File: src/rtl/led_pwm_fader.sv
// led_pwm_fader: ramps each of 8 LED PWM duties toward an on/off pattern target.
// Define LED_PWM_FADER_GAMMA_EN for a squared (perceptual) level-to-duty curve.
module led_pwm_fader #(
  parameter int PRESCALE  = 195,
  parameter int FADE_STEP = 4
) (
  input  logic       clk,
  input  logic       rst,
  input  logic [7:0] pattern_in,
  input  logic       pattern_valid,
  input  logic       enable,
  output logic [7:0] led_out,
  output logic       fade_busy
);
  localparam int PW = PRESCALE > 1 ? $clog2(PRESCALE) : 1;
  localparam logic [PW-1:0] PLAST = PW'(PRESCALE - 1);
  localparam logic [8:0] STEP = 9'(FADE_STEP);
  logic [PW-1:0] presc_cnt;
  logic [7:0] pwm_cnt, target, led_nxt, busy_vec;
  logic [7:0][7:0] level, level_nxt, duty;
  logic tick, period_end;
  assign tick = presc_cnt == PLAST;
  assign period_end = tick && pwm_cnt == 8'hff;
  for (genvar i = 0; i < 8; i++) begin : g_ch
    logic [8:0] up, dn;
    assign up = {1'b0, level[i]} + STEP;
    assign dn = {1'b0, level[i]} - STEP;
    // Saturation makes the idle cases (255 going up, 0 going down) hold naturally
    assign level_nxt[i] = !period_end ? level[i] :
                          target[i]   ? (up[8] ? 8'hff : up[7:0]) :
                                        (dn[8] ? 8'h00 : dn[7:0]);
`ifdef LED_PWM_FADER_GAMMA_EN
    logic [15:0] sq;
    assign sq = {8'h00, level[i]} * {8'h00, level[i]};
    assign duty[i] = level[i] == 8'hff ? 8'hff : sq[15:8];
`else
    assign duty[i] = level[i];
`endif
    assign led_nxt[i] = enable && (duty[i] == 8'hff || pwm_cnt < duty[i]);
    assign busy_vec[i] = level[i] != {8{target[i]}};
  end
  always_ff @(posedge clk or posedge rst) begin
    if (rst) begin
      presc_cnt <= '0;
      pwm_cnt   <= '0;
      target    <= '0;
      level     <= '0;
      led_out   <= '0;
      fade_busy <= 1'b0;
    end else begin
      presc_cnt <= tick ? '0 : presc_cnt + PW'(1);
      pwm_cnt   <= pwm_cnt + 8'(tick);
      target    <= pattern_valid ? pattern_in : target;
      level     <= level_nxt;
      led_out   <= led_nxt;
      fade_busy <= |busy_vec;
    end
  end
endmodule

File: config.mk
export PLATFORM = sky130hd
export DESIGN_NAME = led_pwm_fader
export DESIGN_NICKNAME = d
export VERILOG_FILES = /design/src/rtl/led_pwm_fader.sv
export SDC_FILE = /design/constraint.sdc
export NUM_CORES = 1
export LEC_CHECK = 0
export ABC_AREA = 0
export CORE_ASPECT_RATIO = 0.6
export CORE_UTILIZATION = 35
export DETAILED_ROUTE_END_ITERATION = 7
export RECOVER_POWER = 100
export SYNTH_ARGS = -nofsm -noshare
export SYNTH_HDL_FRONTEND = slang
export SYNTH_SLANG_ARGS = --single-unit
export TNS_END_PERCENT = 5
File: constraint.sdc
create_clock -name clk -period 9 [get_ports clk]
set_input_delay 1.8 -clock clk [delete_from_list [all_inputs] [get_ports clk]]
set_output_delay 1.8 -clock clk [all_outputs]
set_load 0.02 [all_outputs]
==> impl_metrics.yaml, run 1 <==
# flow metrics
status:
  status: "complete, but fails checks"
  violations: "capacitance limit, slew limit"
floorplan:
  die_w_um: 183.7
  num_io_pins: 21
  chip_area_mm2: 0.02040
  rows: 39
  core-area_mm2: 0.01923
  die_height_um: 111.1
  fp-utilization: 0.3608
pwr:
  p_per_area_mw_per_mm2: 116.1
  leakagePower_nw: 3.197
  ir_drop_uv: 113.9
  power.total_mw: 0.8831
min_path:
  holdCritPathClass: "flip-flop to flip-flop"
  whs_path_depth: 1
  hold_start: "presc_cnt[7]"
drt:
  wirelength_um: 18390
  route.detailed.drc: 0
  vias: 6369
  first_pass_iters: 5
grt:
  grtUsageTotal: 0.1903
  grt_pass1_wl_um: 30890
  grt_overflow_total: 0
  grt_max_degree: 62
  antenna_found_initial: 0
  grt_pass1_vias: 5705
synthesis:
  synth_area_mm2: 0.006937
  ys_cells: 851
  synth-edff-count: 0
  syn_avg_cell_area_um2: 8.151
  synth_top_cell_by_area: "dfrtp_1"
  ys_area_mm2: 0.006937
  ys_async_sr_fraction: 1.000
  fp_nets: 939
  ys_seq_share: 0.3211
  area_leaders: "dfrtp_1 (32%), ha_1 (14%), a21oi_1 (4.6%)"
  most_common_cell: "dfrtp_1"
  synth_cell_types: 61
  synthCells: 851
  synth_warnings: 0
  ff_type: "dfrtp_1"
clocking:
  cts_setup_buffers: 0
  cts_buffers: 9
  root_buffer: "clkbuf_16"
  ctsHtreeMaxLevel: 3
  holdBufCountCts: 0
  cts_sinks: 89
  cts_tree: "yes"
  clockBufferDepth: 2
run:
  warnings: 35
  maxCapViolCount: 1
worst_setup_path:
  crit_type: "flip-flop to flip-flop"
  required_ps: 9260
  worstReg2RegStart: "pwm_cnt[4]"
  r2r-end: "duty[30]"
  cp.arrival_ps: 4000
  worst_setup_path_end_kind: "flip-flop"
  crit_fanout: 42
  reg2regPathDepth: 6
  startpoint_type: "flip-flop"
sta:
  period_needed_ps: 3737
  hold_slack_ps: 491.4
  worst_pin_slew_ps: 1955
  slew_headroom: -0.3032
  rsz0062_at_grt: "false"
  fin_skew_ps: 10.05
  hold_violations: 0
  timing.final.max_slew_violations: 43
  timing.final.crit_share: 0.4153
  setup-violations-final: 0
placed_design:
  dp.final_hpwl_um: 13020
  port_buffers: 20
  dp_cells: 1090
final_layout:
  final_cells: 1106
  drive_gt1_frac: 0.03810
  fin_util: 0.3955
  area_growth_syn_to_layout_pct: 9.614
  fill_cells: 1970
  regArea_mm2: 0.002227
  antenna_cells: 0
  logic_area_mm2: 0.004234
run 1: metrics by stage:
step / setup slack, ps / area, um2
after CTS: 5805 / 7621
after global routing: 4895 / 7604
after global placement: 5594 / 7291
after floorplan: 4893 / 6937
final: 5263 / 7604
after detailed placement: 5557 / 7291
run 1: critical path, cell delays in order (launching register included):
cell and delay (ps):
dfrtp_1 720, and4_1 370, nand4_1 790, clkbuf_1 970, nor4_1 520, o21ai_0 130, o211ai_1 100
run 1: kinds of logic after synthesis:
kind of cell    count (synthesis)  share of synthesized area
compound gates                264                     0.2316
flops                          89                     0.3211
mux                             8                    0.01245
xor+xnor                       15                    0.01894
buf+inv                       120                    0.06782
simple gates                  279                     0.2110
fa+ha+maj                      76                     0.1371
run 1: worst max-delay path by stage:
stage	slack (ps)	endpoint	cells past startpoint	start
after floorplan	4890	duty[0]	1	rst
after global placement	5590	duty[10]	3	rst
after detailed placement	5560	presc_cnt[0]	3	rst
after CTS	5810	led_out[7]	1	led_out[7]
after global routing	4890	duty[30]	8	presc_cnt[0]
final	5260	duty[30]	6	pwm_cnt[4]
run 1: power by group:
| part | internal (mW) | total [mW] | switching, mW |
|---|---|---|---|
| Combinational | 0.0159 | 0.0410 | 0.0251 |
| Clock | 0.252 | 0.425 | 0.173 |
| Sequential | 0.403 | 0.417 | 0.0144 |
run 1: layout make-up:
class	count	area share
multi-input combinational	642	0.5569
sequential	89	0.2929
tap	266	0.04377
inverter	69	0.03423
clock buffer	10	0.03143
timing repair buffer	24	0.02880
clock inverter	6	0.01201
run 1: flip-flops by register name, summed over array words and instances, names as in the netlist:
name	flops
duty	56
led_out	8
presc_cnt	8
pwm_cnt	8
target	8
fade_busy	1
run 1: placed cells by master, fill, tap and decap left out, drive strengths merged, types with 20 or more instances in the layout:
cell	n
a21oi	64
nand2	56
inv	68
nand3	42
o21ai	79
nor2	56
dfrtp	89
nor3	38
a31oi	34
nand4	20
ha	76
run 1: layer usage:
layer | part of all wire | track usage | wire length (um) | vias up
met5 | 0 | 0 | 0 | -
met4 | 0.0043 | 0.02556 | 79 | 0
met3 | 0.077 | 0.03219 | 1412 | 6
met2 | 0.38 | 0.2470 | 7047 | 247
met1 | 0.54 | 0.3202 | 9852 | 2994
li1 | - | - | - | 3122
**Run 1: M2 wires**

Drawn at 3 px/um.
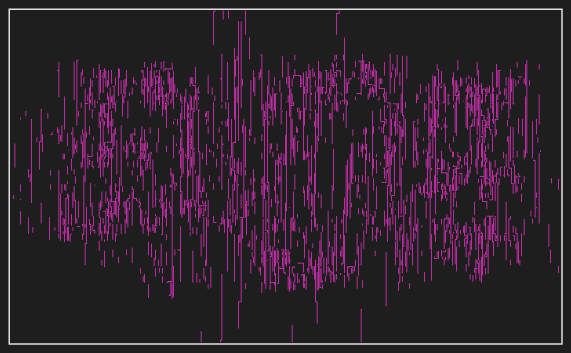
share of all routed wire	38%
nets with wire on the layer	704
main direction	vertical
longest straight run	39.8 um

**Run 1: signal wires on met3**

Drawn at 4 px/um. Cells faint in the background.
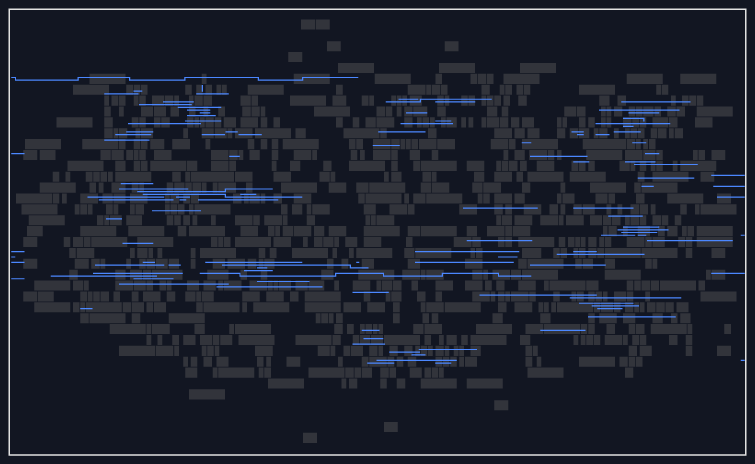
longest straight run	32.0 um
nets with wire on the layer	98
main direction	horizontal
share of all routed wire	7.7%

**Run 1: routing congestion**

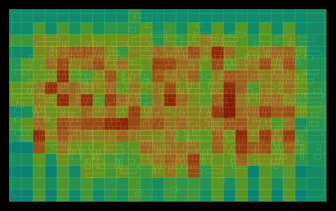
GR peak layer: met1
WL/cell: 16.63 um
GR Util met1: 0.3202

**Run 1: clock wires, drivers and flops**

Drawn at 2 px/um.
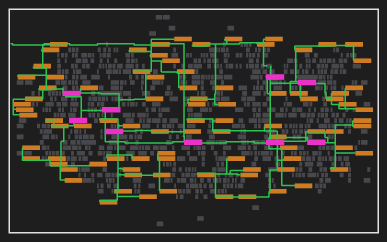
[orange] flip-flops | count: 89
[magenta] clock drivers | count: 9
[green] clock wires | length: 1420 um
routed clock nets	10

**Run 1: the metal 1 layer**

Drawn at 3 px/um. Supply wires on this layer in grey. Cells faint in the background.
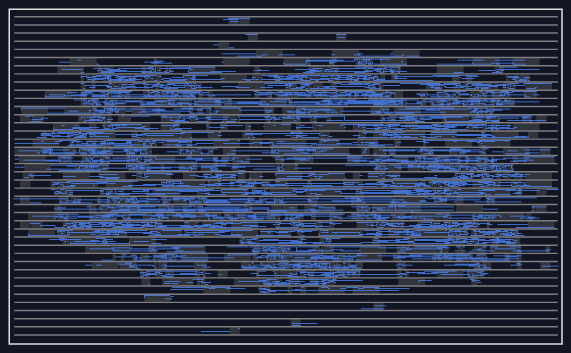

==> run 2: changes to the inputs <==
==> constraint.sdc (replaced) <==
create_clock -name clk -period 3.4 [get_ports clk]
set_input_delay 0.68 -clock clk [delete_from_list [all_inputs] [get_ports clk]]
set_output_delay 0.68 -clock clk [all_outputs]
set_load 0.02 [all_outputs]
**Run 2: the metal 1 layer**

Drawn at 3 px/um. Supply wires on this layer in grey. Cells faint in the background.
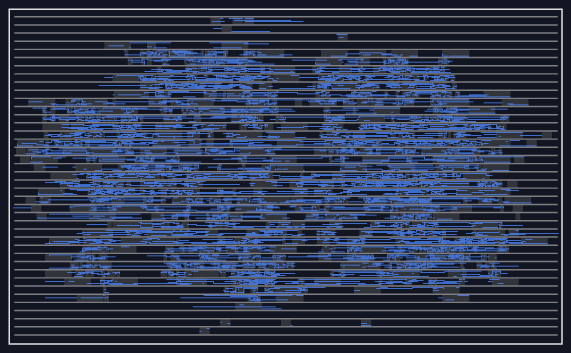
share of all routed wire	55%
nets with wire on the layer	861
main direction	horizontal
longest straight run	50.6 um
wire length on this layer	10400 um

**Run 2: routing congestion**

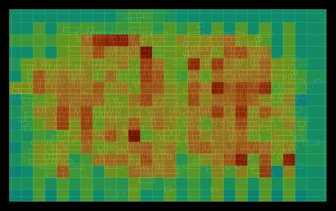
post-layout util: 0.3952
GR Layer Usage met2: 0.2462

**Run 2: M4 wires**

Drawn at 3 px/um. Supply wires on this layer in grey. Cells faint in the background.
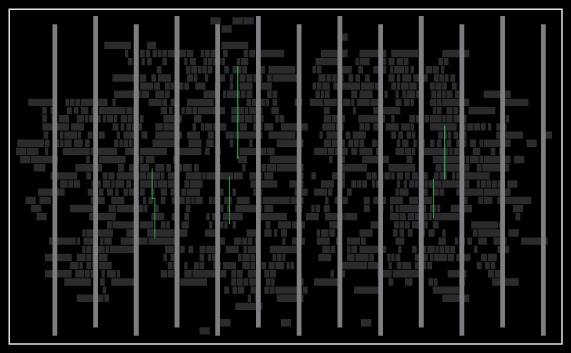
main direction	vertical
longest straight run	30.6 um
nets with wire on the layer	3
wire length on this layer	101 um
share of all routed wire	0.53%

==> impl_metrics.yaml, run 2 <==
# flow metrics
status:
  status: "complete, but fails checks"
  violations: "capacitance limit, slew limit"
final_layout:
  lay_top_cells: "dfrtp_1 (89), o21ai_0 (77), ha_1 (76)"
  drive_gt1_frac: 0.03915
  antenna_cells: 0
  lay_top_count: "dfrtp_1"
  final_area_mm2: 0.007597
worst_setup_path:
  path_cells: "and4_1 > nand4_1 > clkbuf_1 > nor3_1 > o21ai_0 > o211ai_1"
  cp.arrival_ps: 3000
  crit_fanout: 33
  startpoint_type: "flip-flop"
  cp_slowest_stage_delay_ps: 1140
  crit_type: "flip-flop to flip-flop"
  cpMaxStageDelayCell: "clkbuf_1"
  required_ps: 3620
run:
  warnings: 35
  maxCapViolCount: 2
floorplan:
  die_height_um: 111.1
  num_io_pins: 21
  die_w_um: 183.7
  rows: 39
  chip_area_mm2: 0.02040
  fp-utilization: 0.3608
clocking:
  cts_tree: "yes"
  root_buffer: "clkbuf_16"
  cts_sinks: 89
  clockBufferDepth: 2
  holdBufCountCts: 0
  cts_buffers: 9
  cts_resized: 0
sta:
  timing.final.max_slew_violations: 73
  worst_pin_slew_ps: 1916
  period_needed_ps: 2785
  hold_violations: 0
  fin_skew_ps: 11.76
  timing.final.crit_share: 0.8191
drt:
  first_pass_iters: 5
  wl_per_cell_um: 17.01
  routed-wl-met3_um: 1116
  top_layer: "met4"
  vias: 6456
  post_drt_via_cell_ratio: 5.821
  wirelength_um: 18860
pwr:
  leakagePower_nw: 3.205
  ir_drop_uv: 232.0
  power_switching_mw: 0.5546
  pwr-share-clk: 0.455
  p_per_area_mw_per_mm2: 294.4
  power.internal_mw: 1.682
  swShare: 0.2480
synthesis:
  area_leaders: "dfrtp_1 (32%), ha_1 (14%), a21oi_1 (4.6%)"
  synth_area_mm2: 0.006937
  most_common_cell: "dfrtp_1"
  syn_avg_cell_area_um2: 8.151
  synth_cell_types: 61
  synthCells: 851
  ff_type: "dfrtp_1"
  ys_seq_share: 0.3211
  fp_nets: 939
  synth_top_cell_by_area: "dfrtp_1"
  ys_area_mm2: 0.006937
  synth_warnings: 0
  ys_cells: 851
  synth-edff-count: 0
placed_design:
  placed_area_mm2: 0.007326
  dp.final_hpwl_um: 13380
  port_buffers: 20
grt:
  grtUsageTotal: 0.1928
  antenna_found_initial: 0
  grt_max_degree: 52
  grt_pass1_vias: 5745
  grt_overflow_total: 0
  grt_pass1_wl_um: 31280
min_path:
  holdCritPathClass: "flip-flop to flip-flop"
[run 2: cell count changes in the layout (fill, tap and decap cells not counted), sizes merged]
cell	change
buf	+3
bufinv	-1
clkbuf	+1
clkdlybuf4s50	+1
clkinv	+2
clkinvlp	-2
dlygate4sd3	-1
[run 2: cell type report]
| type | instances | area (um2) |
|---|---|---|
| fill | 1965 | 11630 |
| sequential | 89 | 2227 |
| timing repair buffer | 27 | 254.0 |
| tap | 266 | 332.8 |
| clock buffer | 11 | 232.7 |
| multi-input combinational | 642 | 4234 |
| inverter | 69 | 260.3 |
| clock inverter | 5 | 56.30 |
[run 2: logic make-up after synthesis]
kind of cell | Yosys count | synth area share
AND/OR/NAND/NOR | 279 | 0.2110
AND-OR/OR-AND | 264 | 0.2316
buffers and inverters | 120 | 0.06782
flip-flops | 89 | 0.3211
adder cells (fa/ha/maj) | 76 | 0.1371
XOR/XNOR | 15 | 0.01894
multiplexers | 8 | 0.01245
[run 2: metal layers]
| layer | vias up | track usage |
|---|---|---|
| met3 | 11 | 0.04008 |
| met5 | - | 0 |
| met2 | 219 | 0.2462 |
| li1 | 3134 | - |
| met1 | 3092 | 0.3221 |
| met4 | 0 | 0.03000 |
[run 2: worst paths after layout]
check                                  start      endpoint  slack, ps  cells past startpoint
worst max-delay path              pwm_cnt[2]      duty[22]        610                      6
worst min-delay path            presc_cnt[7]  presc_cnt[7]        490                      1
worst max register to register    pwm_cnt[2]      duty[22]        610                      6
worst min register to register  presc_cnt[7]  presc_cnt[7]        490                      1
max in group asynchronous                rst     target[7]       1160                      3
min in group asynchronous                rst    led_out[4]       1270                      2
[run 2: metrics by stage]
stage | setup WS (ps) | hold slack [ps] | instances | util
2_1_floorplan | 413.1 | 448.8 | 851 | -
3_3_place_gp | 1056 | 475.0 | 1093 | 0.3810
3_5_place_dp | 1070 | 489.3 | 1093 | 0.3810
4_1_cts | 1058 | 497.6 | 1109 | 0.3961
5_1_grt | 452.2 | 518.9 | 1109 | 0.3952
6_report | 614.9 | 490.6 | 1109 | 0.3952
[run 2: worst max-delay path, delay by kind of cell, from the launching register on]
kind	cells	cell delay (ps)
AND/OR/NAND/NOR	3	560
flip-flops	1	610
AND-OR/OR-AND	2	310
buffers and inverters	1	1140
[run 2: power groups by stage]
| stage | sequential [mW] | clock, mW | combinational, mW |
|---|---|---|---|
| floorplan | 1.09 | 0 | 0.0993 |
| global placement | 1.13 | 0 | 0.116 |
| detailed placement | 1.13 | 0 | 0.116 |
| CTS | 1.10 | 1.04 | 0.116 |
| global route | 1.11 | 1.08 | 0.129 |
| finish | 1.11 | 1.02 | 0.113 |
Power is estimated from default activity; no workload was simulated.
